### config.mk
export PLATFORM = sky130hd
export DESIGN_NAME = serial_to_parallel_rx_flat
export DESIGN_NICKNAME = d
export VERILOG_FILES = /design/src/rtl/serial_to_parallel_rx_pkg.sv /design/src/rtl/serial_to_parallel_rx_if.sv /design/src/rtl/serial_to_parallel_rx.sv /design/src/flat_wrapper.sv
export SDC_FILE = /design/constraint.sdc
export NUM_CORES = 1
export LEC_CHECK = 0
export CELL_PAD_IN_SITES_DETAIL_PLACEMENT = 1
export CELL_PAD_IN_SITES_GLOBAL_PLACEMENT = 1
export CORE_AREA = 2 2 48 84
export DETAILED_ROUTE_END_ITERATION = 8
export DIE_AREA = 0 0 50 86
export PLACE_DENSITY_LB_ADDON = 0.1
export SYNTH_ARGS = -nofsm -noshare
export SYNTH_HDL_FRONTEND = slang
export SYNTH_SLANG_ARGS = --single-unit
### constraint.sdc
create_clock -name clk_4f -period 2.3 [get_ports clk_4f]
set_input_delay 0.23 -clock clk_4f [delete_from_list [all_inputs] [get_ports clk_4f]]
set_output_delay 0.23 -clock clk_4f [all_outputs]
set_load 0.005 [all_outputs]
### src/rtl/serial_to_parallel_rx_pkg.sv
// Shared PHY definitions for the serial lane receiver: comma symbol, lock depth
// and the alignment FSM state encoding.
package serial_to_parallel_rx_pkg;

  localparam logic [7:0] COM_BYTE_DEFAULT   = 8'hBC;
  localparam int         LOCK_COUNT_DEFAULT = 4;

  typedef enum logic [1:0] {
    SEARCH = 2'd0,
    ALIGN  = 2'd1,
    ACTIVE = 2'd2
  } state_t;

endpackage

### src/rtl/serial_to_parallel_rx_if.sv
// Lane-side bundle of the serial receiver: one serial bit in, recovered bytes out.
interface serial_to_parallel_rx_if;

  // No backpressure: data_out/valid_out hold for a full byte period and
  // byte_strobe marks the single cycle after each locked byte boundary.
  logic       data_in;
  logic [7:0] data_out;
  logic       valid_out;
  logic       active;
  logic       byte_strobe;

  modport master (
    output data_in,
    input  data_out, valid_out, active, byte_strobe
  );

  modport slave (
    input  data_in,
    output data_out, valid_out, active, byte_strobe
  );

endinterface

### src/rtl/serial_to_parallel_rx.sv
// Serial-to-parallel lane receiver: finds the comma byte, confirms alignment over
// LOCK_COUNT boundaries, then emits payload bytes MSB-first with zero extra latency.
module serial_to_parallel_rx
  import serial_to_parallel_rx_pkg::*;
#(
  parameter logic [7:0] COM_BYTE   = COM_BYTE_DEFAULT,
  parameter int         LOCK_COUNT = LOCK_COUNT_DEFAULT
) (
  input  logic                   clk_4f,
  input  logic                   reset,
  serial_to_parallel_rx_if.slave lane,
  output state_t                 fsm_state
);

  localparam int CW = $clog2(LOCK_COUNT + 1);

  state_t          state, state_next;
  logic [6:0]      shift;
  logic [7:0]      window;
  logic [2:0]      bit_cnt, bit_cnt_next;
  logic [CW-1:0]   com_cnt, com_cnt_next;
  logic [7:0]      data_q, data_next;
  logic            valid_q, valid_next;
  logic            strobe_q, strobe_next;
  logic            boundary;
  logic            is_com;

  // Only the low seven bits of the previous window are ever reused.
  assign window   = {shift, lane.data_in};
  assign is_com   = (window == COM_BYTE);
  assign boundary = (bit_cnt == 3'd7);

  always_comb begin
    state_next   = state;
    bit_cnt_next = bit_cnt + 3'd1;
    com_cnt_next = com_cnt;
    data_next    = data_q;
    valid_next   = valid_q;
    strobe_next  = 1'b0;
    case (state)
      SEARCH: begin
        if (is_com) begin
          bit_cnt_next = 3'd0;
          com_cnt_next = CW'(1);
          state_next   = (LOCK_COUNT <= 1) ? ACTIVE : ALIGN;
        end
      end
      ALIGN: begin
        // Commas at other offsets are ignored here; only SEARCH may realign.
        if (boundary) begin
          if (is_com) begin
            com_cnt_next = com_cnt + CW'(1);
            if ((com_cnt + CW'(1)) == CW'(LOCK_COUNT)) state_next = ACTIVE;
          end else begin
            com_cnt_next = '0;
            state_next   = SEARCH;
          end
        end
      end
      ACTIVE: begin
        if (boundary) begin
          strobe_next = 1'b1;
          if (is_com) begin
            valid_next = 1'b0;
          end else begin
            data_next  = window;
            valid_next = 1'b1;
          end
        end
      end
      default: state_next = SEARCH;
    endcase
  end

  always_ff @(posedge clk_4f or negedge reset) begin
    if (!reset) begin
      state    <= SEARCH;
      shift    <= '0;
      bit_cnt  <= '0;
      com_cnt  <= '0;
      data_q   <= 8'h00;
      valid_q  <= 1'b0;
      strobe_q <= 1'b0;
    end else begin
      state    <= state_next;
      shift    <= window[6:0];
      bit_cnt  <= bit_cnt_next;
      com_cnt  <= com_cnt_next;
      data_q   <= data_next;
      valid_q  <= valid_next;
      strobe_q <= strobe_next;
    end
  end

  assign lane.data_out    = data_q;
  assign lane.valid_out   = valid_q;
  assign lane.byte_strobe = strobe_q;
  assign lane.active      = (state == ACTIVE);
  assign fsm_state        = state;

endmodule

### src/flat_wrapper.sv
// flat-port wrapper written by rule: the top's interface ports become plain ports
module serial_to_parallel_rx_flat import serial_to_parallel_rx_pkg::*;
#(
  parameter logic [7:0] COM_BYTE   = COM_BYTE_DEFAULT,
  parameter int         LOCK_COUNT = LOCK_COUNT_DEFAULT
)
  (clk_4f, reset, fsm_state, lane_data_in, lane_data_out, lane_valid_out, lane_active, lane_byte_strobe);
  serial_to_parallel_rx_if lane_i ();
  input  logic clk_4f;
  input  logic reset;
  output state_t fsm_state;
  input wire logic [$bits(lane_i.data_in)-1:0] lane_data_in;
  output wire logic [$bits(lane_i.data_out)-1:0] lane_data_out;
  output wire logic [$bits(lane_i.valid_out)-1:0] lane_valid_out;
  output wire logic [$bits(lane_i.active)-1:0] lane_active;
  output wire logic [$bits(lane_i.byte_strobe)-1:0] lane_byte_strobe;
  assign lane_i.data_in = lane_data_in;
  assign lane_data_out = lane_i.data_out;
  assign lane_valid_out = lane_i.valid_out;
  assign lane_active = lane_i.active;
  assign lane_byte_strobe = lane_i.byte_strobe;
  serial_to_parallel_rx #(.COM_BYTE(COM_BYTE), .LOCK_COUNT(LOCK_COUNT)) u_core (.clk_4f(clk_4f), .reset(reset), .lane(lane_i), .fsm_state(fsm_state));
endmodule
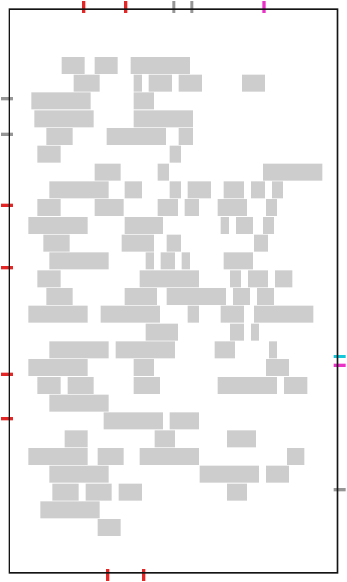
(run_1/pinout.png)
Pins as bars across the die edge, other pins in grey.
[fsm_state] magenta | pins: 2 | direction: output | edge: 1 top, 1 right
[lane_data_out] red | pins: 8 | direction: output | edge: 4 left, 2 top, 2 bottom
[lane_active] cyan | pins: 1 | direction: output | edge: right
all pins by edge: 6 left, 5 top, 3 right, 2 bottom
Die X: 50 um
Die H: 86 um
I/O Buffers: 15

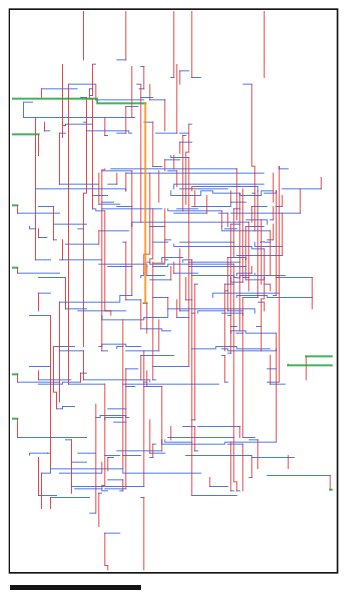
(run_1/layers.png)
The bar under the picture is 20 um long.
[M4] orange | wire length: 30.6 um
[M1] blue | wire length: 941 um
[M3] green | wire length: 38.6 um
[M2] red | wire length: 1,210 um
drt wl/cell: 15.6 um
Total Wirelength: 2.22 mm
via count: 685

==> impl_results.html, run 1 <==
<!-- implementation run metrics -->
<table>
<tr><th>Metric</th><th>Value</th></tr>
<tr><th colspan="2">Route</th></tr>
<tr><td>ANT nets after route</td><td>0</td></tr>
<tr><th colspan="2">Clock network</th></tr>
<tr><td>Clock tree from TritonCTS</td><td>done</td></tr>
<tr><td># resized after CTS</td><td>0</td></tr>
<tr><th colspan="2">Synth</th></tr>
<tr><td>Area leader, netlist</td><td>sky130_fd_sc_hd__dfrtp_1</td></tr>
<tr><td>Synthesized Nets</td><td>~85</td></tr>
<tr><td>Proportion of synthesized flip-flops having asynchronous set or reset</td><td>1.00</td></tr>
<tr><td>Mapped Cells</td><td>78</td></tr>
<tr><th colspan="2">Final layout</th></tr>
<tr><td>Ant diodes</td><td>0</td></tr>
<tr><td>Highest-count logic cell in the final layout</td><td>sky130_fd_sc_hd__dfrtp_1</td></tr>
<tr><td>Area growth from synthesis to layout</td><td>23.1%</td></tr>
<tr><td>Final standard cell count with taps included and fillers excluded</td><td>142</td></tr>
<tr><th colspan="2">Floorplan</th></tr>
<tr><td>Init Core Util</td><td>0.296</td></tr>
<tr><th colspan="2">Timing</th></tr>
<tr><td>Final worst setup slack</td><td>about 0.46 ns</td></tr>
<tr><td>Shortest clock period the worst path allows after layout</td><td>about 1.8 ns</td></tr>
<tr><th colspan="2">Power</th></tr>
<tr><td>Combinational fraction of design power</td><td>0.054</td></tr>
<tr><td>Part of the power in registers</td><td>0.602</td></tr>
<tr><td>Post-layout total power</td><td>about 0.00077 W</td></tr>
<tr><th colspan="2">Global routing</th></tr>
<tr><td>Met1 track demand over resource</td><td>0.144</td></tr>
<tr><td>Vias in the first global route</td><td>roughly 740</td></tr>
<tr><td>Initial antenna violation count</td><td>0</td></tr>
<tr><th colspan="2">Outcome</th></tr>
<tr><td>Result of the run</td><td>finished, final reports clean</td></tr>
<tr><th colspan="2">Critical path</th></tr>
<tr><td>CP top delay family</td><td>adder cells</td></tr>
<tr><th colspan="2">Placement</th></tr>
<tr><td>Post-Place Worst Slack</td><td>between 0.3 and 0.4 ns</td></tr>
</table>
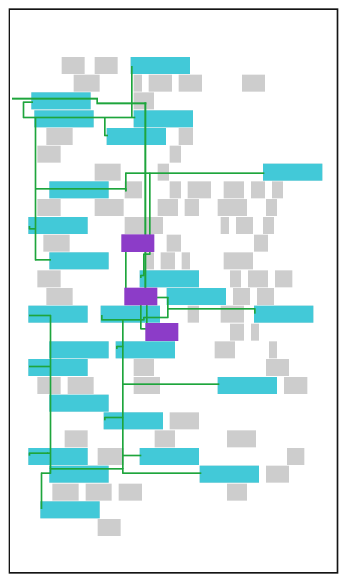
(run_1/clock_wires.png)
[flip-flops] cyan | count: 25
[clock wires] green | length: 330 um
[clock-net drivers] purple | count: 3
routed clock nets: 4
insertion delay at the late pin of the worst-skew pair: 0.27 ns
clock skew after layout: 0.0100 ns

==> run 1: power groups by stage <==
stage | logic, W | registers, W | clock network, W
after floorplan | 0.0000119 | 0.000469 | 0
after global placement | 0.0000428 | 0.000471 | 0
after detailed placement | 0.0000431 | 0.000471 | 0
after CTS | 0.0000431 | 0.000463 | 0.000278
after global routing | 0.0000462 | 0.000465 | 0.000294
final | 0.0000416 | 0.000462 | 0.000264
==> run 1: cell usage after synthesis (2+ instances only) <==
| master | count |
|---|---|
| sky130_fd_sc_hd__a31oi_1 | 2 |
| sky130_fd_sc_hd__buf_6 | 2 |
| sky130_fd_sc_hd__dfrtp_1 | 25 |
| sky130_fd_sc_hd__ha_1 | 4 |
| sky130_fd_sc_hd__inv_1 | 2 |
| sky130_fd_sc_hd__mux2_2 | 8 |
| sky130_fd_sc_hd__nand2_1 | 2 |
| sky130_fd_sc_hd__nand3_1 | 3 |
| sky130_fd_sc_hd__nor2_1 | 2 |
| sky130_fd_sc_hd__nor2b_1 | 4 |
| sky130_fd_sc_hd__o21ai_0 | 4 |
| sky130_fd_sc_hd__o31a_1 | 2 |
==> run 1: per-layer routing <==
| metal | wire [um] | part of all wire | vias to the layer above |
|---|---|---|---|
| met5 | 0 | 0 | - |
| met1 | 940 | 0.42 | 352 |
| met2 | 1210 | 0.54 | 9 |
| met4 | 30 | 0.014 | 0 |
| li1 | - | - | 322 |
| met3 | 38 | 0.017 | 2 |
==> run 1: flip-flops by register name, indices dropped and copies added, names as in the netlist <==
register,cells
u_core.bit_cnt,3
u_core.com_cnt,3
u_core.fsm_state,2
u_core.lane.byte_strobe,1
u_core.lane.data_out,8
u_core.lane.valid_out,1
u_core.shift,7
==> run 1: worst max path at each step <==
stage,to,slack (ns),startpoint,depth (start not counted)
global placement,u_core.lane.data_out[1],0.43,u_core.bit_cnt[0],5
detailed placement,u_core.lane.data_out[7],0.40,lane_data_in,4
CTS,u_core.lane.data_out[1],0.38,u_core.bit_cnt[0],5
global route,u_core.lane.data_out[1],0.29,u_core.bit_cnt[0],5
floorplan,u_core.lane.data_out[0],0.75,u_core.bit_cnt[0],5
finish,u_core.lane.data_out[1],0.46,u_core.bit_cnt[0],5
==> run 1: layout make-up <==
type                       count  area, um^2
clock inverter                 1        7.51
clock buffer                   3        41.3
tap                           46        57.6
multi-input combinational     48         403
fill                         387        2280
timing repair buffer          17         165
sequential                    25         626
inverter                       2        7.51
==> run 1: logic make-up after synthesis <==
family	Yosys count	synth area share
DFF	25	0.589
and+or+nand+nor	19	0.123
muxes	9	0.0942
buffers and inverters	5	0.0318
adders and majority gates	4	0.0471
xor gates and xnor gates	1	0.00825
AOI/OAI and AO/OA	15	0.107
==> run 1: per-stage QoR <==
step | cell area (um^2) | utilization
4_1_cts | 1310 | 0.364
6_report | 1310 | 0.364
2_1_floorplan | 1060 | -
3_3_place_gp | 1260 | 0.350
3_5_place_dp | 1260 | 0.350
5_1_grt | 1310 | 0.364
==> run_1/port_trees.png <==
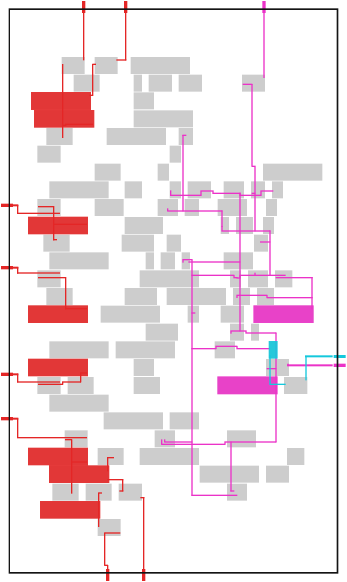

==> run 2, diff against run 1 <==
==> constraint.sdc (replaced) <==
create_clock -name clk_4f -period 1.78 [get_ports clk_4f]
set_input_delay 0.178 -clock clk_4f [delete_from_list [all_inputs] [get_ports clk_4f]]
set_output_delay 0.178 -clock clk_4f [all_outputs]
set_load 0.005 [all_outputs]
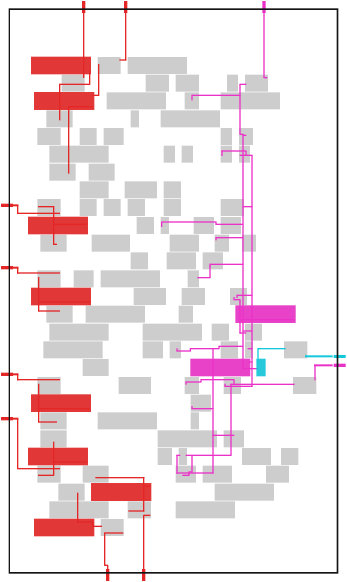
(run_2/port_trees.png)
[lane_active] cyan | bits: 1 | direction: output | edge: right | end cells: 1 | buffers: 1 | wire: 10.3 um
[lane_data_out] red | bits: 8 | direction: output | edge: 4 left, 2 top, 2 bottom | end cells: 8 | buffers: 8 | wire: 190 um
[fsm_state] magenta | bits: 2 | direction: output | edge: 1 top, 1 right | end cells: 2 | buffers: 4 | wire: 253 um
Top Ports: 16

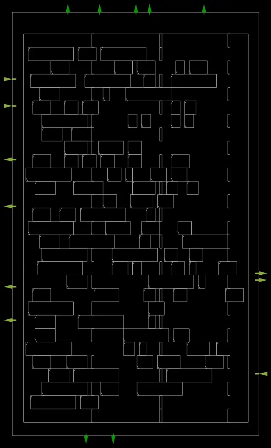
(run_2/placed.png)
tap cell instance count: 46
Cell Rows: 29
sequential share of cell area: 0.455
core region area: 0.00359 mm^2

==> run 2 against run 1 <==
Flip-flop count is the same. Maximum frequency grew 10%. Setup slack lost 0.35 ns. Sequential power grew 29%. Die size is the same. Clock power grew about 30%. First-iteration DRC count grew 38%. Largest cell class unchanged. Largest power group unchanged. Highest routed layer unchanged.
==> impl_results.html, run 2 <==
<!-- implementation run metrics -->
<table>
<tr><th>Metric</th><th>Value</th></tr>
<tr><th colspan="2">Synth</th></tr>
<tr><td>Proportion of synthesized flip-flops having asynchronous set or reset</td><td>1.00</td></tr>
<tr><td>Mapped Cells</td><td>between 70 and 80</td></tr>
<tr><td>Most frequent cell after synthesis</td><td>sky130_fd_sc_hd__dfrtp_1</td></tr>
<tr><td>Synthesized Nets</td><td>approximately 85</td></tr>
<tr><td>Cell types with the highest counts after synthesis</td><td>25 x sky130_fd_sc_hd__dfrtp_1, 8 x sky130_fd_sc_hd__mux2_2, 4 x sky130_fd_sc_hd__ha_1, 4 x sky130_fd_sc_hd__nor2b_1, 4 x sky130_fd_sc_hd__o21ai_0</td></tr>
<tr><th colspan="2">Floorplan</th></tr>
<tr><td>Die X</td><td>50 um</td></tr>
<tr><td>Init Core Util</td><td>0.296</td></tr>
<tr><th colspan="2">Route</th></tr>
<tr><td>ANT nets after route</td><td>0</td></tr>
<tr><td>Drt wl/cell</td><td>~16 um</td></tr>
<tr><td>Violation count after the first detailed-route iteration</td><td>11</td></tr>
<tr><td>Total Wirelength</td><td>around 2.4 mm</td></tr>
<tr><td>Via count</td><td>about 740</td></tr>
<tr><th colspan="2">Final layout</th></tr>
<tr><td>Number of fill cells</td><td>about 370</td></tr>
<tr><td>Util after Layout</td><td>0.383</td></tr>
<tr><td>Final standard cell count with taps included and fillers excluded</td><td>151</td></tr>
<tr><td>Ant diodes</td><td>0</td></tr>
<tr><td>Area growth from synthesis to layout</td><td>29.6%</td></tr>
<tr><td>Highest-count logic cell in the final layout</td><td>sky130_fd_sc_hd__dfrtp_1</td></tr>
<tr><td>Max reg flops</td><td>8</td></tr>
<tr><th colspan="2">Outcome</th></tr>
<tr><td>Result of the run</td><td>finished, final reports clean</td></tr>
<tr><th colspan="2">Timing</th></tr>
<tr><td>Final worst setup slack</td><td>between 0.1 and 0.15 ns</td></tr>
<tr><td>Shortest clock period the worst path allows after layout</td><td>1.67 ns</td></tr>
<tr><th colspan="2">Global routing</th></tr>
<tr><td>Initial antenna violation count</td><td>0</td></tr>
<tr><td>Met1 track demand over resource</td><td>0.137</td></tr>
<tr><th colspan="2">Clock network</th></tr>
<tr><td>Insertion delay at the late pin of the worst-skew pair</td><td>~0.27 ns</td></tr>
<tr><td># resized after CTS</td><td>0</td></tr>
<tr><th colspan="2">Placement</th></tr>
<tr><td>I/O Buffers</td><td>15</td></tr>
<tr><td>Post-Place Worst Slack</td><td>-0.0205 ns</td></tr>
<tr><th colspan="2">Power</th></tr>
<tr><td>Post-layout total power</td><td>0.000998 W</td></tr>
</table>
-- run 2: cell counts after synthesis --
Identical to the previous run, type by type.
-- run 2: repair_timing --
action,4_1_cts,5_1_grt
buffers inserted,0,2
hold endpoints to repair,0,0
setup endpoints to repair,0,8
-- run 2: worst max path at each step --
stage / endpoint / cells past startpoint / startpoint / slack, ns
4_1_cts: u_core.lane.data_out[1] / 5 / u_core.bit_cnt[0] / 0.06
2_1_floorplan: u_core.lane.data_out[0] / 5 / u_core.bit_cnt[0] / 0.23
5_1_grt: u_core.lane.data_out[4] / 5 / u_core.bit_cnt[0] / -0.02
6_report: u_core.lane.data_out[4] / 5 / u_core.bit_cnt[0] / 0.11
3_3_place_gp: u_core.lane.data_out[6] / 4 / lane_data_in / -0.007
3_5_place_dp: u_core.lane.data_out[1] / 4 / lane_data_in / -0.02
-- run 2: cell type report --
class,instances,area (um^2),area share
inverters,2,7.51,0.00545
clock inverters,1,7.51,0.00545
repair buffers,25,225,0.164
well taps,46,57.6,0.0418
multi-input cells,49,412,0.299
clock buffers,3,41.3,0.0300
flip-flops and latches,25,626,0.455
-- run 2: report_power, final --
part / leakage [nW] / total [W] / internal (W) / switching, W
Clock: 0.0217 / 0.000342 / 0.000159 / 0.000184
Sequential: 0.289 / 0.000598 / 0.000585 / 0.0000131
Combinational: 0.249 / 0.0000574 / 0.0000332 / 0.0000242
Total: 0.560 / 0.000998 / 0.000777 / 0.000221
-- run 2: worst max-delay path: cells and delay by family, from the launching register on --
kind	cells	cell delay, ns
AOI/OAI and AO/OA	1	0.29
adders and majority gates	2	0.33
DFF	1	0.37
and+or+nand+nor	1	0.21
muxes	1	0.36
-- run 2: kinds of logic (layout without fill, tap and decap cells) --
family                   Yosys count  in the layout  share of synthesized area
adder cells (fa/ha/maj)            4              4                     0.0471
XOR/XNOR                           1              1                    0.00825
AND/OR/NAND/NOR                   19             19                      0.123
multiplexers                       9              9                     0.0942
AND-OR/OR-AND                     15             16                      0.107
flip-flops                        25             25                      0.589
buffers and inverters              5             31                     0.0318
-- run 2: metrics by stage --
stage	hold WS, ns	cell area, um^2
after floorplan	-0.118	1060
after CTS	0.276	1350
final	0.267	1380
after detailed placement	0.411	1300
after global placement	0.415	1300
after global routing	0.285	1380
-- run 2: routing by layer --
metal	wire [um]	up-vias
met4	24	0
met3	31	2
li1	-	340
met1	932	388
met2	1430	9
met5	0	-
Power figures rest on the tool's default switching activity, not on a simulated workload.
